$ cat src/rtl/gmii_rx_framer_if.sv
// FIFO write-side bundle between the GMII receive framer and the phy FIFO.
// phy_wr_en qualifies phy_din for exactly one sys_clk cycle; there is no per-word ready,
// the writer only starts a frame when phy_afull is low and treats phy_full as a lost word.
interface gmii_rx_framer_if;
  logic [17:0] phy_din;
  logic        phy_wr_en;
  logic        phy_full;
  logic        phy_afull;

  modport master (output phy_din, output phy_wr_en, input phy_full, input phy_afull);
  modport slave  (input phy_din, input phy_wr_en, output phy_full, output phy_afull);
endinterface

$ cat src/rtl/gmii_rx_framer.sv
// GMII receive framer: strips preamble/SFD, prefixes a timestamp/sequence header and packs
// frame bytes into tagged 18-bit FIFO words, terminating every accepted frame.
module gmii_rx_framer #(
  parameter int MAX_FRAME = 1522,
  parameter int DLY       = 6
) (
  input  logic        sys_clk,
  input  logic        sys_rst,
  input  logic [7:0]  gmii_rxd,
  input  logic        gmii_rx_dv,
  input  logic        gmii_rx_er,
  input  logic [63:0] global_counter,
  gmii_rx_framer_if.master phy,
  output logic [7:0]  phy_rx_count,
  output logic [15:0] err_count,
  output logic [15:0] drop_count,
  output logic [2:0]  o_dbg_state
);

  localparam int          CW          = $clog2(MAX_FRAME + 1);
  localparam logic [31:0] CRC_RESIDUE = 32'hC704DD7B;

  typedef enum logic [2:0] {S_IDLE, S_PRE, S_HDR, S_DATA, S_END, S_DROP} state_t;

  state_t        r_state;
  logic          r_dv, r_er;
  logic [7:0]    r_rxd;
  logic [9:0]    r_dl [DLY];
  logic [63:0]   r_gc;
  logic [7:0]    r_seq;
  logic [2:0]    r_hdr;
  logic [CW-1:0] r_cnt;
  logic [7:0]    r_hold;
  logic [31:0]   r_crc;
  logic          r_first, r_trunc, r_er_seen, r_lost;
  logic [17:0]   r_din;
  logic          r_wr_en;
  logic [7:0]    r_rx_count;
  logic [15:0]   r_err_count, r_drop_count;

  logic          w_tail_dv, w_tail_er;
  logic [7:0]    w_tail_byte;
  logic          w_lost_now;
  logic          w_crc_bad;

  function automatic logic [31:0] crc_byte(input logic [31:0] c, input logic [7:0] d);
    logic [31:0] x;
    x = c ^ {24'h0, d};
    for (int i = 0; i < 8; i++) x = x[0] ? ((x >> 1) ^ 32'hEDB88320) : (x >> 1);
    return x;
  endfunction

  function automatic logic [31:0] rev32(input logic [31:0] v);
    logic [31:0] r;
    for (int i = 0; i < 32; i++) r[i] = v[31-i];
    return r;
  endfunction

  assign w_tail_dv   = r_dl[DLY-1][9];
  assign w_tail_er   = r_dl[DLY-1][8];
  assign w_tail_byte = r_dl[DLY-1][7:0];
  assign w_lost_now  = r_wr_en & phy.phy_full;
  // The reflected register holds the bit-reversed form of the classic residue.
  assign w_crc_bad   = (rev32(r_crc) != CRC_RESIDUE);

  assign phy.phy_din   = r_din;
  assign phy.phy_wr_en = r_wr_en;
  assign phy_rx_count  = r_rx_count;
  assign err_count     = r_err_count;
  assign drop_count    = r_drop_count;
  assign o_dbg_state   = r_state;

  always_ff @(posedge sys_clk) begin
    if (sys_rst) begin
      r_dv  <= 1'b0;
      r_er  <= 1'b0;
      r_rxd <= 8'h00;
      for (int i = 0; i < DLY; i++) r_dl[i] <= 10'h000;
    end else begin
      r_dv     <= gmii_rx_dv;
      r_er     <= gmii_rx_er;
      r_rxd    <= gmii_rxd;
      r_dl[0]  <= {r_dv, r_er, r_rxd};
      for (int i = 1; i < DLY; i++) r_dl[i] <= r_dl[i-1];
    end
  end

  always_ff @(posedge sys_clk) begin
    if (sys_rst) begin
      r_state      <= S_IDLE;
      r_gc         <= 64'h0;
      r_seq        <= 8'h00;
      r_hdr        <= 3'd0;
      r_cnt        <= '0;
      r_hold       <= 8'h00;
      r_crc        <= 32'hFFFFFFFF;
      r_first      <= 1'b0;
      r_trunc      <= 1'b0;
      r_er_seen    <= 1'b0;
      r_lost       <= 1'b0;
      r_din        <= 18'h0;
      r_wr_en      <= 1'b0;
      r_rx_count   <= 8'h00;
      r_err_count  <= 16'h0;
      r_drop_count <= 16'h0;
    end else begin
      r_wr_en <= 1'b0;
      case (r_state)
        S_IDLE: if (r_dv && r_rxd == 8'h55) r_state <= S_PRE;
        S_PRE: begin
          if (!r_dv) r_state <= S_IDLE;
          else if (r_rxd == 8'hD5) begin
            r_gc      <= global_counter;
            r_seq     <= r_rx_count;
            r_hdr     <= 3'd0;
            r_cnt     <= '0;
            r_crc     <= 32'hFFFFFFFF;
            r_first   <= 1'b1;
            r_trunc   <= 1'b0;
            r_er_seen <= 1'b0;
            r_lost    <= 1'b0;
            if (phy.phy_afull) begin
              r_state <= S_DROP;
              if (r_drop_count != 16'hFFFF) r_drop_count <= r_drop_count + 16'd1;
            end else r_state <= S_HDR;
          end else if (r_rxd != 8'h55) r_state <= S_IDLE;
        end
        S_HDR: begin
          r_wr_en <= 1'b1;
          r_lost  <= r_lost | w_lost_now;
          case (r_hdr)
            3'd0:    r_din <= {2'b11, r_gc[63:48]};
            3'd1:    r_din <= {2'b11, r_gc[47:32]};
            3'd2:    r_din <= {2'b11, r_gc[31:16]};
            3'd3:    r_din <= {2'b11, r_gc[15:0]};
            default: r_din <= {2'b11, 8'h00, r_seq};
          endcase
          r_hdr <= r_hdr + 3'd1;
          if (r_hdr == 3'd4) r_state <= S_DATA;
        end
        S_DATA: begin
          r_first <= 1'b0;
          r_lost  <= r_lost | w_lost_now;
          // The first tail entry after the header is the SFD itself.
          if (!r_first) begin
            if (!w_tail_dv) r_state <= S_END;
            else begin
              if (w_tail_er) r_er_seen <= 1'b1;
              if (r_cnt == CW'(MAX_FRAME)) r_trunc <= 1'b1;
              else begin
                r_crc <= crc_byte(r_crc, w_tail_byte);
                r_cnt <= r_cnt + 1'b1;
                if (r_cnt[0]) begin
                  r_din   <= {2'b11, r_hold, w_tail_byte};
                  r_wr_en <= 1'b1;
                end else r_hold <= w_tail_byte;
              end
            end
          end
        end
        S_END: begin
          r_wr_en    <= 1'b1;
          r_din      <= r_cnt[0] ? {2'b10, r_hold, 8'h00} : 18'h0;
          r_rx_count <= r_rx_count + 8'd1;
          if ((w_crc_bad || r_er_seen || r_trunc || r_lost || w_lost_now) && r_err_count != 16'hFFFF)
            r_err_count <= r_err_count + 16'd1;
          r_state <= S_IDLE;
        end
        S_DROP: if (!r_dv) r_state <= S_IDLE;
        default: r_state <= S_IDLE;
      endcase
    end
  end

endmodule

$ cat src/flat_wrapper.sv
// flat-port wrapper written by rule: the top's interface ports become plain ports
module gmii_rx_framer_flat 
#(
  parameter int MAX_FRAME = 1522,
  parameter int DLY       = 6
)
  (sys_clk, sys_rst, gmii_rxd, gmii_rx_dv, gmii_rx_er, global_counter, phy_rx_count, err_count, drop_count, o_dbg_state, phy_phy_din, phy_phy_wr_en, phy_phy_full, phy_phy_afull);
  gmii_rx_framer_if phy_i ();
  input  logic sys_clk;
  input  logic sys_rst;
  input  logic [7:0] gmii_rxd;
  input  logic gmii_rx_dv;
  input  logic gmii_rx_er;
  input  logic [63:0] global_counter;
  output logic [7:0] phy_rx_count;
  output logic [15:0] err_count;
  output logic [15:0] drop_count;
  output logic [2:0] o_dbg_state;
  output wire logic [$bits(phy_i.phy_din)-1:0] phy_phy_din;
  output wire logic [$bits(phy_i.phy_wr_en)-1:0] phy_phy_wr_en;
  input wire logic [$bits(phy_i.phy_full)-1:0] phy_phy_full;
  input wire logic [$bits(phy_i.phy_afull)-1:0] phy_phy_afull;
  assign phy_phy_din = phy_i.phy_din;
  assign phy_phy_wr_en = phy_i.phy_wr_en;
  assign phy_i.phy_full = phy_phy_full;
  assign phy_i.phy_afull = phy_phy_afull;
  gmii_rx_framer #(.MAX_FRAME(MAX_FRAME), .DLY(DLY)) u_core (.sys_clk(sys_clk), .sys_rst(sys_rst), .gmii_rxd(gmii_rxd), .gmii_rx_dv(gmii_rx_dv), .gmii_rx_er(gmii_rx_er), .global_counter(global_counter), .phy(phy_i), .phy_rx_count(phy_rx_count), .err_count(err_count), .drop_count(drop_count), .o_dbg_state(o_dbg_state));
endmodule
$ cat config.mk
export PLATFORM = sky130hd
export DESIGN_NAME = gmii_rx_framer_flat
export DESIGN_NICKNAME = d
export VERILOG_FILES = /design/src/rtl/gmii_rx_framer_if.sv /design/src/rtl/gmii_rx_framer.sv /design/src/flat_wrapper.sv
export SDC_FILE = /design/constraint.sdc
export NUM_CORES = 1
export LEC_CHECK = 0
export CORE_MARGIN = 2
export CORE_UTILIZATION = 55
export CTS_BUF_LIST = sky130_fd_sc_hd__clkbuf_2
export CTS_CLUSTER_SIZE = 25
export DETAILED_ROUTE_END_ITERATION = 10
export DONT_BUFFER_PORTS = 1
export PLACE_DENSITY = 0.73
export SYNTH_ARGS = -nofsm -noshare
export SYNTH_HDL_FRONTEND = slang
export SYNTH_SLANG_ARGS = --single-unit
$ cat constraint.sdc
create_clock -name sys_clk -period 2 [get_ports sys_clk]
set_input_delay 0.3 -clock sys_clk [delete_from_list [all_inputs] [get_ports sys_clk]]
set_output_delay 0.3 -clock sys_clk [all_outputs]
set_load 0.005 [all_outputs]
==> run_1/floorplan.png <==
Drawn at 2 px/um. Pins as bars on the die edge.
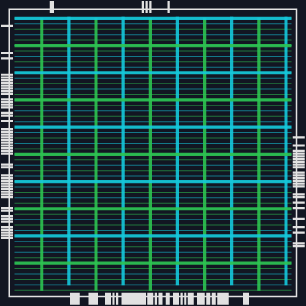
legend:
  VDD:
    color: cyan
  VSS:
    color: green
met1 rails: 51
signal pins: 140
met5 straps: 10
rows: 50
maximum VDD drop: 0.5565 mV
core area: 18830 um^2
Die Height: 142.9 um
die width: 142.9 um

==> run_1/class_map.png <==
Drawn at 2 px/um. Fill, decap, tap and diode cells in gray.
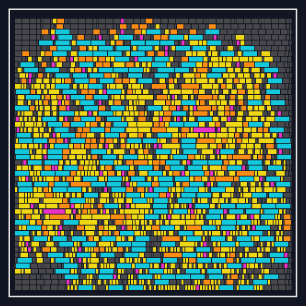
legend:
  registers:
    color: cyan
    cells: 262
    share_of_their_area: 38%
  remaining logic cells:
    color: yellow
    cells: 858
    share_of_their_area: 42%
  clock drivers and dummy loads:
    color: magenta
    cells: 95
    share_of_their_area: 3.8%
  remaining buffers and delay cells:
    color: orange
    cells: 209
    share_of_their_area: 15%
placement row count: 50
flop share of the area: 0.3749

==> run_1/clock_wires.png <==
Drawn at 4 px/um.
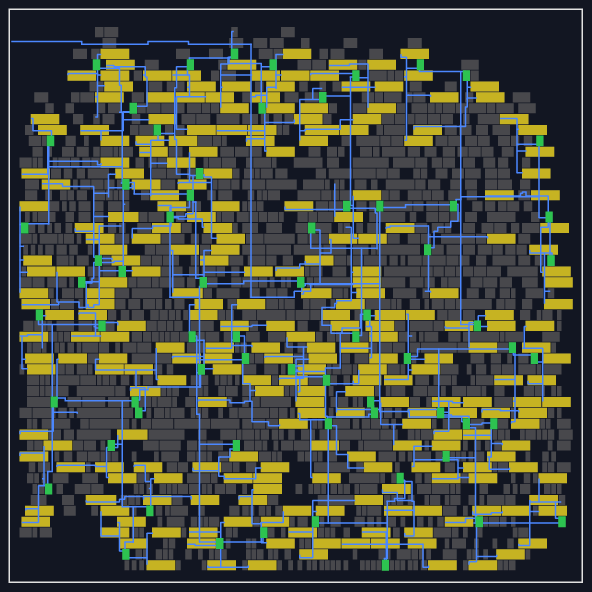
legend:
  flip-flops:
    color: yellow
    count: 262
  clock-net drivers:
    color: green
    count: 66
  clock wires:
    color: blue
    length: 3410 um
flops lie: spread over the die
routed clock nets: 67
Clock Skews: 57.57 ps
clk pwr: 0.00341 W
Clock Power Share: 0.388
Clock Latency Late Sink: 810 ps

==> results.sh, run 1 <==
# source this file to load flow results
export IMPL_status="finished, violations left"
export IMPL_failed_checks="hold timing, setup timing"
export IMPL_setup_viol=54
export IMPL_slowest_delay_ps=490
export IMPL_detail_route_antenna_nets=0
export IMPL_clk_share=0.03666
export IMPL_ys_seq_share=0.4944
export IMPL_cts_sinks=262
export IMPL_signal_buffers=209
export IMPL_top_area_cell_class="multi-input combinational cells"
export IMPL_slew_viol_final=0
export IMPL_grt_pass1_vias=8936
export IMPL_cts_root_buf="clkbuf_2"
export IMPL_design_area_um2=14030
export IMPL_final_hold_viol_count=179
export IMPL_fin_ws_ps=-159.1
export IMPL_arrival_ps=2830
export IMPL_top_regs="u_core.r_gc (64), u_core.r_dl (60), u_core.r_crc (32)"
export IMPL_powerDensity_nw_per_um2=627.1
export IMPL_stdcell_count=1686
export IMPL_nFillCells=1317
export IMPL_min_path_cells=2
export IMPL_cts_buffers=66
export IMPL_crit_start="u_core.r_rxd[0]"
export IMPL_n_tap_cell=260
export IMPL_required_ps=2680
export IMPL_holdPathEnd="u_core.r_gc[35]"
export IMPL_r2r_end="u_core.r_crc[7]"
export IMPL_dr_max_layer_used="met4"
export IMPL_post_place_ws_ps=-86.69
export IMPL_r2r_start="u_core.r_rxd[0]"
export IMPL_edf_count=0
export IMPL_dr_pass1_iters=5
export IMPL_hold_ws_ps=-394.2
export IMPL_r2r_setup_slack_ps=-160
export IMPL_simple_gate_share=0.2297
export IMPL_switching_power_w=0.002092
export IMPL_postCtsSetupRepairBufs=3
export IMPL_syn_area_per_cell_um2=8.885
export IMPL_chipArea_um2=20420
export IMPL_synth_main_ff_cell="dfxtp_1"
export IMPL_muxShareOfSynthArea=0.009435
export IMPL_gp_congestion=0.8901
export IMPL_p_int_w=0.006705
export IMPL_drive_gt1_frac=0.2423
export IMPL_p_comb_frac=0.015
export IMPL_lay_top_cells="dfxtp_1 (253), nand2_1 (172), nor2_1 (95)"
export IMPL_met1_usage=0.3306
==> run_1/placed.png <==
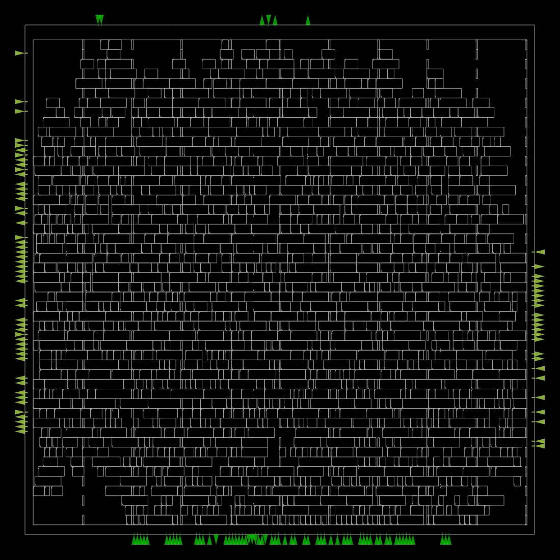

==> run 2: changes to the inputs <==
- CORE_MARGIN: 2 -> 4
==> run_2/placed.png <==
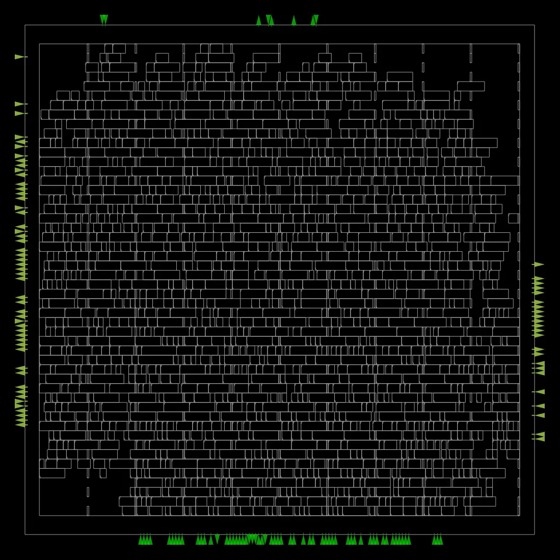
flip-flops: 262
# Taps: 260
Fill cells: 1181

==> run_2/class_map.png <==
Drawn at 2 px/um. Fill, decap, tap and diode cells in gray.
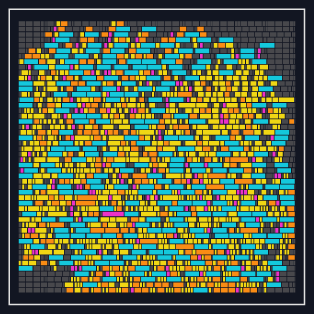
legend:
  remaining buffers and delay cells:
    color: orange
    cells: 260
    share_of_their_area: 18%
  remaining logic cells:
    color: yellow
    cells: 859
    share_of_their_area: 41%
  registers:
    color: cyan
    cells: 262
    share_of_their_area: 37%
  clock drivers and dummy loads:
    color: magenta
    cells: 120
    share_of_their_area: 4.2%
cell area after layout: 14610 um^2
flop share of the area: 0.3602

==> run 2 against run 1 <==
- the run still ends with hold timing, setup timing left
- clock power up 6%
- core utilization up 3.1 points
- die area up 5.7%
- critical path type unchanged
- critical endpoint is now u_core.r_crc[4]
==> results.sh, run 2 <==
# source this file to load flow results
export IMPL_status="finished, violations left"
export IMPL_failed_checks="hold timing, setup timing"
export IMPL_syn_area_per_cell_um2=8.885
export IMPL_wl_met3_um=3057
export IMPL_crit_start="u_core.o_dbg_state[2]"
export IMPL_top_cell="dfxtp_1"
export IMPL_num_rows=50
export IMPL_final_hold_viol_count=188
export IMPL_drive_gt1_frac=0.2425
export IMPL_worstSetupPathType="register to register"
export IMPL_p_int_w=0.006803
export IMPL_dr_max_layer_used="met4"
export IMPL_min_path_cells=1
export IMPL_chipArea_um2=21580
export IMPL_signal_buffers=260
export IMPL_stdcell_count=1762
export IMPL_setup_viol=41
export IMPL_ys_sh_aoi=0.1337
export IMPL_slowest_delay_ps=480
export IMPL_xor_area_frac=0.08952
export IMPL_nNonClkInverters=10
export IMPL_grt_pass1_vias=8998
export IMPL_warning_count=37
export IMPL_clkPwrFrac=0.397
export IMPL_synth_main_ff_cell="dfxtp_1"
export IMPL_ir_drop_mv=0.4797
export IMPL_lay_top_cells="dfxtp_1 (252), nand2_1 (176), dlygate4sd3_1 (134)"
export IMPL_detail_route_antenna_nets=0
export IMPL_largest_area_cell="dfxtp_1"
export IMPL_cts_buffers=66
export IMPL_edf_count=0
export IMPL_postCtsSetupRepairBufs=8
export IMPL_ys_seq_share=0.4944
export IMPL_die_w_um=146.9
export IMPL_gp_congestion=0.9160
export IMPL_switching_power_w=0.002263
export IMPL_clk_share=0.04127
export IMPL_cts_sinks=262
export IMPL_r2r_start="u_core.o_dbg_state[2]"
export IMPL_fin_skew_ps=74.39
export IMPL_hold_ws_ps=-405.5
export IMPL_insertion_delay_ps=850
export IMPL_synthArstFlopShare=0
export IMPL_top_regs="u_core.r_gc (64), u_core.r_dl (60), u_core.r_crc (32)"
export IMPL_cts_root_buf="clkbuf_2"
export IMPL_required_ps=2720
export IMPL_grt_use_total=0.2532
export IMPL_slew_viol_final=0
export IMPL_fin_ws_ps=-128.1
export IMPL_r2r_setup_slack_ps=-130
export IMPL_p_comb_frac=0.024
export IMPL_core_area_um2=18830
export IMPL_holdPathEnd="u_core.phy.phy_din[16]"
export IMPL_top_area_cell_class="multi-input combinational cells"
export IMPL_worst_r2r_path_depth=7
export IMPL_synth_top_area_share=0.4944
export IMPL_simple_gate_share=0.2297
export IMPL_muxShareOfSynthArea=0.009435
export IMPL_dpl_cell_area_um2=11510
export IMPL_r2r_end="u_core.r_crc[4]"
export IMPL_powerDensity_nw_per_um2=620.5
export IMPL_synth_cells=1194
export IMPL_pg_clk_w=0.00360
export IMPL_first_iter_violations=848
export IMPL_die_h_um=146.9
export IMPL_arrival_ps=2840
export IMPL_met1_usage=0.3144
export IMPL_post_place_ws_ps=-93.01
export IMPL_hp_start="sys_rst"
export IMPL_dr_pass1_iters=5
==> run_2/floorplan.png <==
Drawn at 2 px/um. Pins as bars on the die edge.
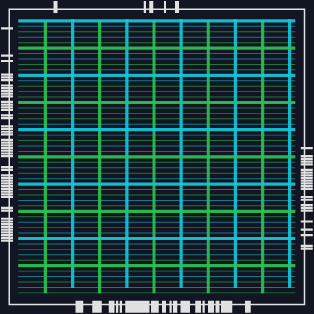

==> run 3: changes to the inputs <==
- CORE_UTILIZATION: 55 -> 59
- PLACE_DENSITY: 0.73 -> 0.78
==> run_3/floorplan.png <==
Drawn at 3 px/um. Pins as bars on the die edge.
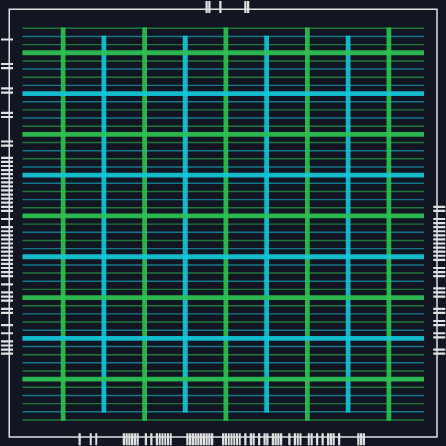
legend:
  VDD:
    color: cyan
  VSS:
    color: green
met1 rails: 49
met4 straps: 9
rows: 48
signal pins: 140
met5 straps: 9
core area: 17480 um^2
die width: 142.1 um

==> run 3 against run 2 <==
- the flow still finishes with violations (hold timing, setup timing)
- clock-buffer cell count shrank 1
- critical path type unchanged
- sequential power about the same
- design area shrank 2.5%
- global-route usage grew 1.9 points
- power about the same
- hold slack worse by 18 ps
- fmax fell by 5.2%
- synthesized cell count is the same
- core utilization increased by 3.9 points
- cell count decreased by 5.3%
- first-iteration DRC count down 4.0%
- sequential cell count unchanged
- critical endpoint is now u_core.r_crc[19]
==> results.sh, run 3 <==
# source this file to load flow results
export IMPL_antenna_found_initial=3
export IMPL_nFillCells=993
export IMPL_largest_area_cell="dfxtp_1"
export IMPL_r2r_start="u_core.r_dv"
export IMPL_setup_viol=137
export IMPL_pg_clk_w=0.00368
export IMPL_dr_pass1_iters=5
export IMPL_dr_max_layer_used="met4"
export IMPL_postCtsSetupRepairBufs=3
export IMPL_floorplan_core_util=0.6070
export IMPL_clk_share=0.04056
export IMPL_p_comb_frac=0.013
export IMPL_n_tap_cell=225
export IMPL_slew_viol_final=0
export IMPL_nNonClkInverters=10
export IMPL_grt_first_pass_wirelength_um=44600
export IMPL_min_path_cells=1
export IMPL_crit_start="u_core.r_dv"
export IMPL_post_place_ws_ps=-130.7
export IMPL_synth_cells=1194
export IMPL_cts_sinks=262
export IMPL_synthArstFlopShare=0
export IMPL_signal_buffers=212
export IMPL_wl_per_cell_um=19.63
export IMPL_num_rows=48
export IMPL_r2r_end="u_core.r_crc[19]"
export IMPL_synth_top_area_share=0.4944
export IMPL_syn_area_um2=10610
export IMPL_syn_area_per_cell_um2=8.885
export IMPL_required_ps=2690
export IMPL_detail_route_antenna_nets=0
export IMPL_clkPwrFrac=0.407
export IMPL_grt_busiest_layer="met2"
export IMPL_slowest_delay_ps=600
export IMPL_hp_start="sys_rst"
export IMPL_ys_sh_aoi=0.1337
export IMPL_top_area_cell_class="multi-input combinational cells"
export IMPL_p_int_w=0.006809
export IMPL_grtUsageMet3=0.08837
export IMPL_fin_ws_ps=-244.9
export IMPL_cts_buffers=66
export IMPL_wl_met3_um=2949
export IMPL_insertion_delay_ps=840
export IMPL_crit_fanout=6
export IMPL_fin_skew_ps=50.36
export IMPL_simple_gate_share=0.2297
export IMPL_dpl_cell_area_um2=11480
export IMPL_ys_seq_share=0.4944
export IMPL_grt_use_total=0.2718
export IMPL_xor_area_frac=0.08952
export IMPL_flops=262
export IMPL_worst_r2r_path_depth=8
export IMPL_p_leak_nw=5.431
export IMPL_failed_checks="hold timing, setup timing"
export IMPL_top_regs="u_core.r_gc (64), u_core.r_dl (60), u_core.r_crc (32)"
export IMPL_warning_count=37
export IMPL_switching_power_w=0.002249
export IMPL_hold_ws_ps=-423.1
export IMPL_hp_class="input pin to register"
export IMPL_synth_distinct_cells=58
export IMPL_design_area_um2=14250
export IMPL_met1_usage=0.3309
export IMPL_holdPathEnd="u_core.err_count[3]"
export IMPL_muxShareOfSynthArea=0.009435
export IMPL_cts_root_buf="clkbuf_2"
export IMPL_arrival_ps=2940
export IMPL_r2r_setup_slack_ps=-240
export IMPL_ir_drop_mv=0.4976
export IMPL_timing_slew_headroom=0.5249
export IMPL_powerDensity_nw_per_um2=635.6
export IMPL_worstSetupPathType="register to register"
export IMPL_gp_congestion=0.9183
export IMPL_top_cell="dfxtp_1"
export IMPL_drive_gt1_frac=0.2795
export IMPL_status="finished, violations left"
export IMPL_edf_count=0
export IMPL_synth_main_ff_cell="dfxtp_1"
export IMPL_first_iter_violations=814
export IMPL_lay_top_cells="dfxtp_1 (247), nand2_1 (177), clkbuf_2 (92)"
export IMPL_chipArea_um2=20190
export IMPL_grt_pass1_vias=9075
export IMPL_final_hold_viol_count=180
==> run_3/placed.png <==
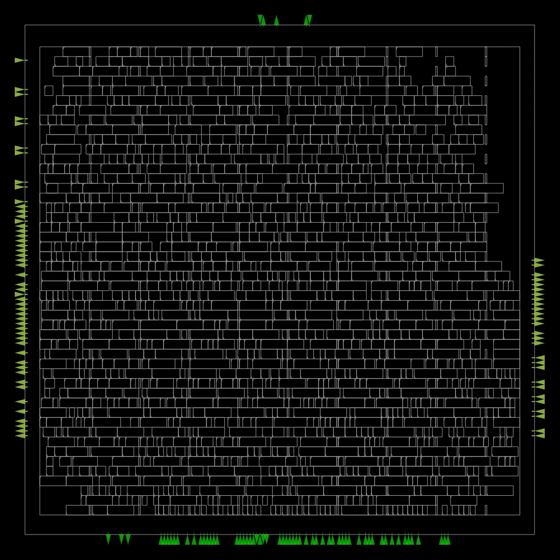
Util after Layout: 0.8154
flop share of the area: 0.3695
Final Non-Filler Cells: 1669


==> notes/layouts.md <==
Pictures saved along the way, in no particular order.

Signal wires by layer.
(a)
Drawn at 3 px/um. Only two layers are drawn.
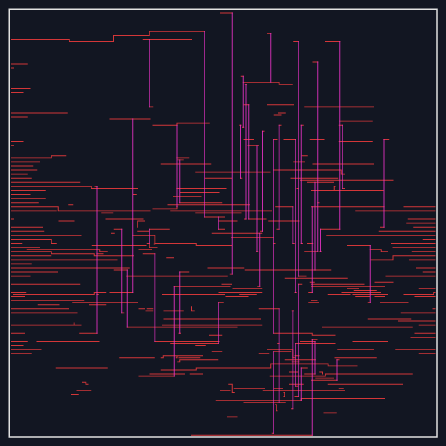
(b)
Drawn at 2 px/um. Only two layers are drawn.
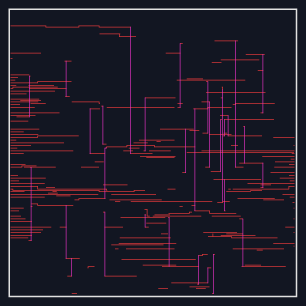
- run 3 = (a)
- run 1 = (b)

Key to (a):
legend:
  M3:
    color: red
    wire_length: 2950 um
  M4:
    color: magenta
    wire_length: 1430 um

No activity file was given, so power comes from the tool's default toggle rates.
